==> src/rtl/div_unit_pkg.sv <==
// Shared constants for the multi-cycle divider.
//   div_state_e   : FSM state encoding (FREE/BY_ZERO/ON/END)
//   DIV_START/STOP, DIV_RESULT_READY/NOT_READY, SIGNED_DIV/UNSIGNED_DIV
package div_unit_pkg;

  typedef enum logic [1:0] {
    DIV_FREE    = 2'b00,
    DIV_BY_ZERO = 2'b01,
    DIV_ON      = 2'b10,
    DIV_END     = 2'b11
  } div_state_e;

  localparam logic DIV_START            = 1'b1;
  localparam logic DIV_STOP             = 1'b0;
  localparam logic DIV_RESULT_READY     = 1'b1;
  localparam logic DIV_RESULT_NOT_READY = 1'b0;
  localparam logic SIGNED_DIV           = 1'b1;
  localparam logic UNSIGNED_DIV         = 1'b0;

endpackage

==> src/rtl/div_unit.sv <==
// Multi-cycle signed/unsigned divider for div/divu (radix-2 restoring,
// one quotient bit per clock). EX holds start_i high until it has consumed
// ready_o; the result is {remainder, quotient} for the HI/LO write.
// Ports:
//   clk, rst (async, active low)
//   start_i       request, held high until result consumed
//   annul_i       abort any divide (flush/exception), beats start_i
//   signed_div_i  1 = div, 0 = divu
//   opdata1_i     dividend, opdata2_i divisor (sampled on accept only)
//   result_o      {remainder, quotient}
//   ready_o       result valid, high throughout END
module div_unit
  import div_unit_pkg::*;
#(
  parameter int WIDTH = 32
) (
  input  logic               clk,
  input  logic               rst,
  input  logic               start_i,
  input  logic               annul_i,
  input  logic               signed_div_i,
  input  logic [WIDTH-1:0]   opdata1_i,
  input  logic [WIDTH-1:0]   opdata2_i,
  output logic [2*WIDTH-1:0] result_o,
  output logic               ready_o
);

  localparam int CW = $clog2(WIDTH + 1);
  localparam logic [CW-1:0] CNT_LAST = CW'(WIDTH);

  div_state_e       r_state;
  logic [CW-1:0]    r_cnt;
  logic [WIDTH-1:0] r_rem;
  logic [WIDTH-1:0] r_quo;
  logic [WIDTH-1:0] r_divisor;
  logic             r_sign_a;
  logic             r_sign_b;
  logic             r_signed;

  logic [WIDTH-1:0] w_a_abs;
  logic [WIDTH-1:0] w_b_abs;
  logic [WIDTH:0]   w_trial;
  logic [WIDTH-1:0] w_quo_fix;
  logic [WIDTH-1:0] w_rem_fix;

  // Magnitudes are taken only for signed divides. -0x80000000 wraps to
  // 0x80000000, which is the correct unsigned magnitude.
  assign w_a_abs = (signed_div_i == SIGNED_DIV && opdata1_i[WIDTH-1]) ? -opdata1_i : opdata1_i;
  assign w_b_abs = (signed_div_i == SIGNED_DIV && opdata2_i[WIDTH-1]) ? -opdata2_i : opdata2_i;

  // Shift the next dividend bit into the partial remainder and try to
  // subtract; a borrow in the top bit means the divisor did not fit.
  assign w_trial = {r_rem, r_quo[WIDTH-1]} - {1'b0, r_divisor};

  // Quotient sign is the xor of operand signs; remainder follows dividend.
  assign w_quo_fix = (r_signed == SIGNED_DIV && (r_sign_a ^ r_sign_b)) ? -r_quo : r_quo;
  assign w_rem_fix = (r_signed == SIGNED_DIV && r_sign_a) ? -r_rem : r_rem;

  always_ff @(posedge clk or negedge rst) begin
    if (!rst) begin
      r_state   <= DIV_FREE;
      r_cnt     <= '0;
      r_rem     <= '0;
      r_quo     <= '0;
      r_divisor <= '0;
      r_sign_a  <= 1'b0;
      r_sign_b  <= 1'b0;
      r_signed  <= 1'b0;
      result_o  <= '0;
      ready_o   <= DIV_RESULT_NOT_READY;
    end else if (annul_i) begin
      r_state  <= DIV_FREE;
      r_cnt    <= '0;
      result_o <= '0;
      ready_o  <= DIV_RESULT_NOT_READY;
    end else begin
      case (r_state)
        DIV_FREE: begin
          if (start_i == DIV_START) begin
            if (opdata2_i == '0) begin
              r_state <= DIV_BY_ZERO;
            end else begin
              r_state   <= DIV_ON;
              r_cnt     <= '0;
              r_rem     <= '0;
              r_quo     <= w_a_abs;
              r_divisor <= w_b_abs;
              r_sign_a  <= opdata1_i[WIDTH-1];
              r_sign_b  <= opdata2_i[WIDTH-1];
              r_signed  <= signed_div_i;
            end
          end
        end
        DIV_BY_ZERO: begin
          // Result is architecturally undefined; zero is returned, no trap.
          r_state  <= DIV_END;
          result_o <= '0;
          ready_o  <= DIV_RESULT_READY;
        end
        DIV_ON: begin
          if (r_cnt < CNT_LAST) begin
            r_cnt <= r_cnt + 1'b1;
            if (!w_trial[WIDTH]) begin
              r_rem <= w_trial[WIDTH-1:0];
              r_quo <= {r_quo[WIDTH-2:0], 1'b1};
            end else begin
              r_rem <= {r_rem[WIDTH-2:0], r_quo[WIDTH-1]};
              r_quo <= {r_quo[WIDTH-2:0], 1'b0};
            end
          end else begin
            r_state  <= DIV_END;
            r_cnt    <= '0;
            result_o <= {w_rem_fix, w_quo_fix};
            ready_o  <= DIV_RESULT_READY;
          end
        end
        DIV_END: begin
          // Hold the result until EX drops its request.
          if (start_i == DIV_STOP) begin
            r_state  <= DIV_FREE;
            result_o <= '0;
            ready_o  <= DIV_RESULT_NOT_READY;
          end
        end
        default: r_state <= DIV_FREE;
      endcase
    end
  end

endmodule

==> config.mk <==
export PLATFORM = sky130hd
export DESIGN_NAME = div_unit
export DESIGN_NICKNAME = d
export VERILOG_FILES = /design/src/rtl/div_unit_pkg.sv /design/src/rtl/div_unit.sv
export SDC_FILE = /design/constraint.sdc
export NUM_CORES = 1
export LEC_CHECK = 0
export ABC_AREA = 1
export CELL_PAD_IN_SITES_DETAIL_PLACEMENT = 1
export CELL_PAD_IN_SITES_GLOBAL_PLACEMENT = 1
export CORE_ASPECT_RATIO = 0.5
export CORE_MARGIN = 2
export CORE_UTILIZATION = 30
export CTS_CLUSTER_DIAMETER = 100
export DETAILED_ROUTE_END_ITERATION = 16
export PLACE_DENSITY_LB_ADDON = 0.1
export SETUP_SLACK_MARGIN = 0.05
export SLEW_MARGIN = 20
export SYNTH_ARGS = -nofsm -noshare
export SYNTH_HDL_FRONTEND = slang
export SYNTH_SLANG_ARGS = --single-unit
==> constraint.sdc <==
create_clock -name clk -period 4.5 [get_ports clk]
set_clock_uncertainty 0.05 [all_clocks]
set_input_delay 0.9 -clock clk [delete_from_list [all_inputs] [get_ports clk]]
set_output_delay 0.9 -clock clk [all_outputs]
set_load 0.03 [all_outputs]
### Register map, names as in the netlist

Other sequential cells in the stronger gray, the rest of the logic in the fainter gray.
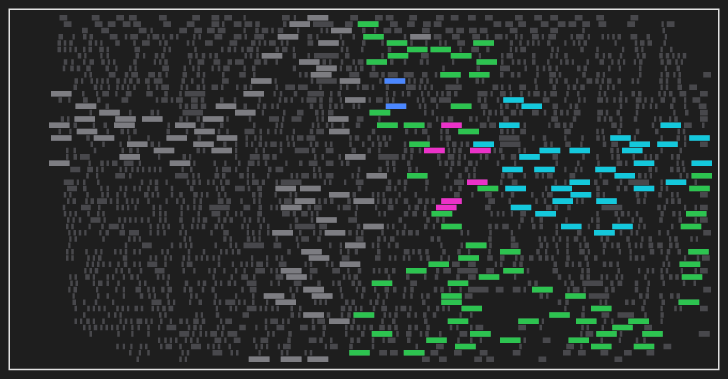
[green] result_o | sequential cells: 64
[blue] r_state | sequential cells: 2
[cyan] r_quo | sequential cells: 32 | where: right middle
[magenta] r_cnt | sequential cells: 6
not colored: 68

### Met4 routing

Supply wires on this layer in gray.
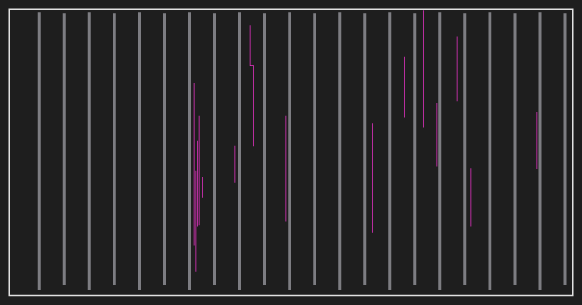
wire length on this layer: 688 µm
nets with wire on the layer: 11
longest straight run: 87.7 µm

==> ci_impl_report.md <==
## Implementation flow summary

| Metric | Value |
|---|---|
| Max-cap viol count | 0 |
| Antenna violations before repair | 1 |
| Synthesis Warnings | 0 |
| Worst vdd ir | 0.237 mV |
| Multi-In Gates | 1580 |
| Minimum clock period | 3.19 ns |
| Clock buf count | 19 |
| Sequential cell count | ~170 |
| Logic cell area | 7790 µm² |
| Clock tree from TritonCTS | yes |
| Crit path max fanout | 33 |
| Post-Synthesis Cells | between 2000 and 2500 |
| AND-OR/OR-AND Cells, Area Fraction | 11.0% |
| Cts hold-fix bufs | 0 |
| Non-clock buffers | 148 |
| FFs w/ async S/R, synth | 100% |
| Row count | about 55 |
| Worst hold path type | input port to async pin |
| Final TNS setup | 0 ns |
| Slew Viols, Final | 0 |
| Critical Path Source | opdata2_i[1] |
| Fin area | 16000 µm² |
| CP Capture Type | flip-flop |
| Critical path class | input port to flip-flop |
| Simple-Gate Area Share | 38.9% |
| Leading cell kind | multi-input combinational cells |
| I/O pin total | 134 |
| Log Warnings | 28 |
| Fmax achieved | 313 MHz |
| Comb/total area | 48.8% |
| Inverters excl. clock | between 200 and 300 |
| Antenna Violating Nets Remaining | 0 |
| Global-route wire length before repair | 78600 µm |
| Fraction of layout cells with a size suffix above 1 | under 10% |
| End point of the critical path | r_quo[10] |
| Port bufs | roughly 130 |
| Sequential cell area | approximately 4300 µm² |
| Leakage | 8.20 nW |
| DRT iter0 DRCs | 767 |
| Crit Reg-Reg Endpoint | r_rem[15] |
| Wirelength per Cell | 17.5 µm |
| Via Count | 13700 |
| Clock root buffer | clkbuf_16 |
| Clock tree buffer depth | 2 |
| Drt pass-1 iters | 4 |
| Post-synth mux share | 0% |
| Seq area share | 26.9% |
| Area share, top type | 31.7% |
| Largest cells by area | dfrtp_1, nand2_1, inv_1 |
| Unique cell type count in the Yosys netlist | 49 |
| CTS Sinks | 172 |
| # diodes | 0 |
| Late-Pin Clk Latency | around 0.46 ns |
| Core area | 44900 µm² |
| Post-DP HPWL | slightly below 40000 µm |
| DP Area | 15400 µm² |
| Fp util | 30.2% |
| Worst reg2reg path depth | 17 |
| Final setup vio count | 0 |
| Synth Seq Share | between 30% and 40% |
| Synth-to-layout area growth | 17.8% |
| Post-CTS Setup Bufs | 0 |
| Routed Wire Length | 49600 µm |
| Xor/xnor share | 3.62% |
| Reg2Reg Launch Point | r_quo[31] |
| Die extent in x | 305 µm |
| FILL cells | about 5800 |
| DIE HEIGHT | 154 µm |
| CTS-repair resized insts | 0 |
| Flops out of synthesis | 172 |
| Yosys cell count | 2111 |
| Relative slew slack | 40.0% |
| DRC | 0 |
| Synth Cell Area | 13600 µm² |
| Grt total ovfl | 0 |
| Mapped Avg Cell Area | approximately 6.4 µm² |
| Clock-pin slew on the worst setup and hold paths | 0.07 ns |
| CP Launch Type | input port |
| Worst path required time | between 4 and 5 ns |
| Final hold violations | 0 |
| Crit path DAT | approximately 3.5 ns |
| Tap Cells | 598 |
| Status | finished clean |
| Predominant post-synthesis flop cell | dfrtp_1 |
| Worst-Margin Slew | 0.900 ns |
| Htree depth | 4 |
| YS chip area | 13600 µm² |
| R2R setup slack | 1.36 ns |
| Vias in the first global route | 13900 |
| Die ar. | around 47000 µm² |
| Clock-cell share | 3.44% |
| Vias per Instance | 4.84 |
| Data buffer area share | 9.14% |
| Comb area leader | simple AND/OR/NAND/NOR gates |
| Power per Cell Area | slightly above 500 nW/µm² |
| Period utilization | between 70 and 80% |
| Cell taking the most area after synthesis | dfrtp_1 |
| Largest net degree at the start of global routing | 65 |
| CTS buffer count | 17 |
| Post-synth EDFFs | 0 |
| Mapped Nets | 2221 |
| RSZ-0062 raised after global routing | no |
| GRT Overall Usage | 21.4% |
| Fa+ha+maj area frac | 3.84% |
| Nets@finish | 2327 |
| GPL Wtd Cong | around 0.90 |
### Sizing map

The bar under the picture is 100 µm long.
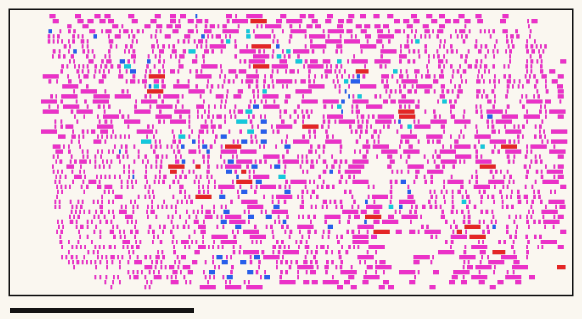
[blue] drive 2 | cells: 64
[magenta] drive 1 or less | cells: 2114
[cyan] drive 3 to 4 | cells: 27
[red] drive 6 and up | cells: 25

### Clock network drawn from the DEF

The bar under the picture is 100 µm long.
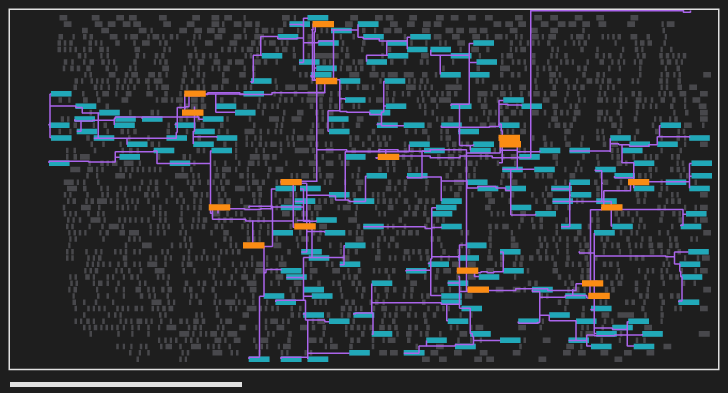
[cyan] flip-flops | count: 172
[orange] cells driving clock nets | count: 17
[purple] clock wires | length: 3040 µm
flops lie: spread over the die
routed clock nets: 18

## critical path: stages
cell and delay (ns):
clkdlybuf4s50_1 0.39, inv_1 0.12, ha_1 0.18, nand2_1 0.07
nor2_2 0.10, nand2_1 0.11, nor2_4 0.14, nand2_2 0.11
nor2_4 0.14, nand3_2 0.19, nand2_2 0.23, inv_1 0.42
o211ai_1 0.22, o21ai_0 0.11
## worst min path at each step
stage / end / slack, ns / depth (start not counted)
after CTS: result_o[26] / 0.36 / 1
after global routing: result_o[26] / 0.37 / 1
final: result_o[26] / 0.34 / 1
after detailed placement: result_o[21] / 0.42 / 2
after floorplan: r_quo[26] / 0.40 / 2
after global placement: result_o[25] / 0.41 / 2
## routing by layer
metal	GRT usage [%]	vias up	wire, µm
met3	2.71	34	927
met5	0	-	0
met4	4.53	0	687
met1	29.0	6596	24400
li1	-	6934	-
met2	36.5	112	23600
## kinds of logic after synthesis
group	count (synthesis)
AND/OR/NAND/NOR	1211
buffers and inverters	359
AND-OR/OR-AND	272
flip-flops	172
XOR/XNOR	56
adder cells (fa/ha/maj)	41
## stage by stage
stage | total power (W) | std cells | hold WS (ns) | setup slack (ns) | utilization, %
finish | 0.00826 | 2828 | 0.342 | 1.31 | 35.6
detailed placement | 0.00686 | 2796 | 0.417 | 0.822 | 34.4
CTS | 0.00840 | 2828 | 0.359 | 1.34 | 35.6
global placement | 0.00681 | 2796 | 0.412 | 0.868 | 34.4
floorplan | 0.00530 | 2111 | 0.399 | 2.01 | -
global route | 0.00900 | 2828 | 0.367 | 1.01 | 35.6
## cells in the mapped netlist (2+ instances only)
master,number
a21oi_1,82
a21oi_2,2
a32o_1,2
and2_1,4
and3_1,2
buf_1,3
buf_2,24
buf_4,9
buf_6,7
clkbuf_1,17
dfrtp_1,172
ha_1,40
inv_1,291
inv_2,5
nand2_1,729
nand2_2,6
nand2_4,4
nand3_1,175
nand3_2,30
nand3b_1,15
nand4_1,32
nor2_1,163
nor2_2,4
nor2_4,3
nor3_1,31
nor4_1,4
o211ai_1,21
o21a_1,2
o21ai_0,123
o21ai_1,23
o21ai_2,3
o21bai_1,5
o31ai_1,3
or2_2,6
xnor2_1,16
xor2_1,40
## placed cells by master, fill, tap and decap left out, types with 14 or more instances in the layout
cell | synthesis | layout
nand2_1 | 729 | 729
inv_1 | 291 | 290
nand3_1 | 175 | 175
dfrtp_1 | 172 | 172
nor2_1 | 163 | 162
clkdlybuf4s50_1 | 0 | 132
o21ai_0 | 123 | 123
a21oi_1 | 82 | 82
xor2_1 | 40 | 40
ha_1 | 40 | 40
nand4_1 | 32 | 32
nor3_1 | 31 | 31
nand3_2 | 30 | 30
o21ai_1 | 23 | 23
o211ai_1 | 21 | 21
clkbuf_16 | 0 | 17
xnor2_1 | 16 | 16
nand3b_1 | 15 | 15
buf_4 | 9 | 14
## state kept, by name (all words and copies together) (netlist names)
name	cells
r_cnt	6
r_sign_a	1
result_o	64
r_sign_b	1
r_signed	1
r_quo	32
r_divisor	32
r_rem	32
r_state	2
ready_o	1
## power by group
group	internal, W	switching [W]
sequential	0.00199	0.000355
combinational	0.00134	0.00309
clock	0.000767	0.000718
total	0.00410	0.00417
Power figures rest on the tool's default switching activity, not on a simulated workload.
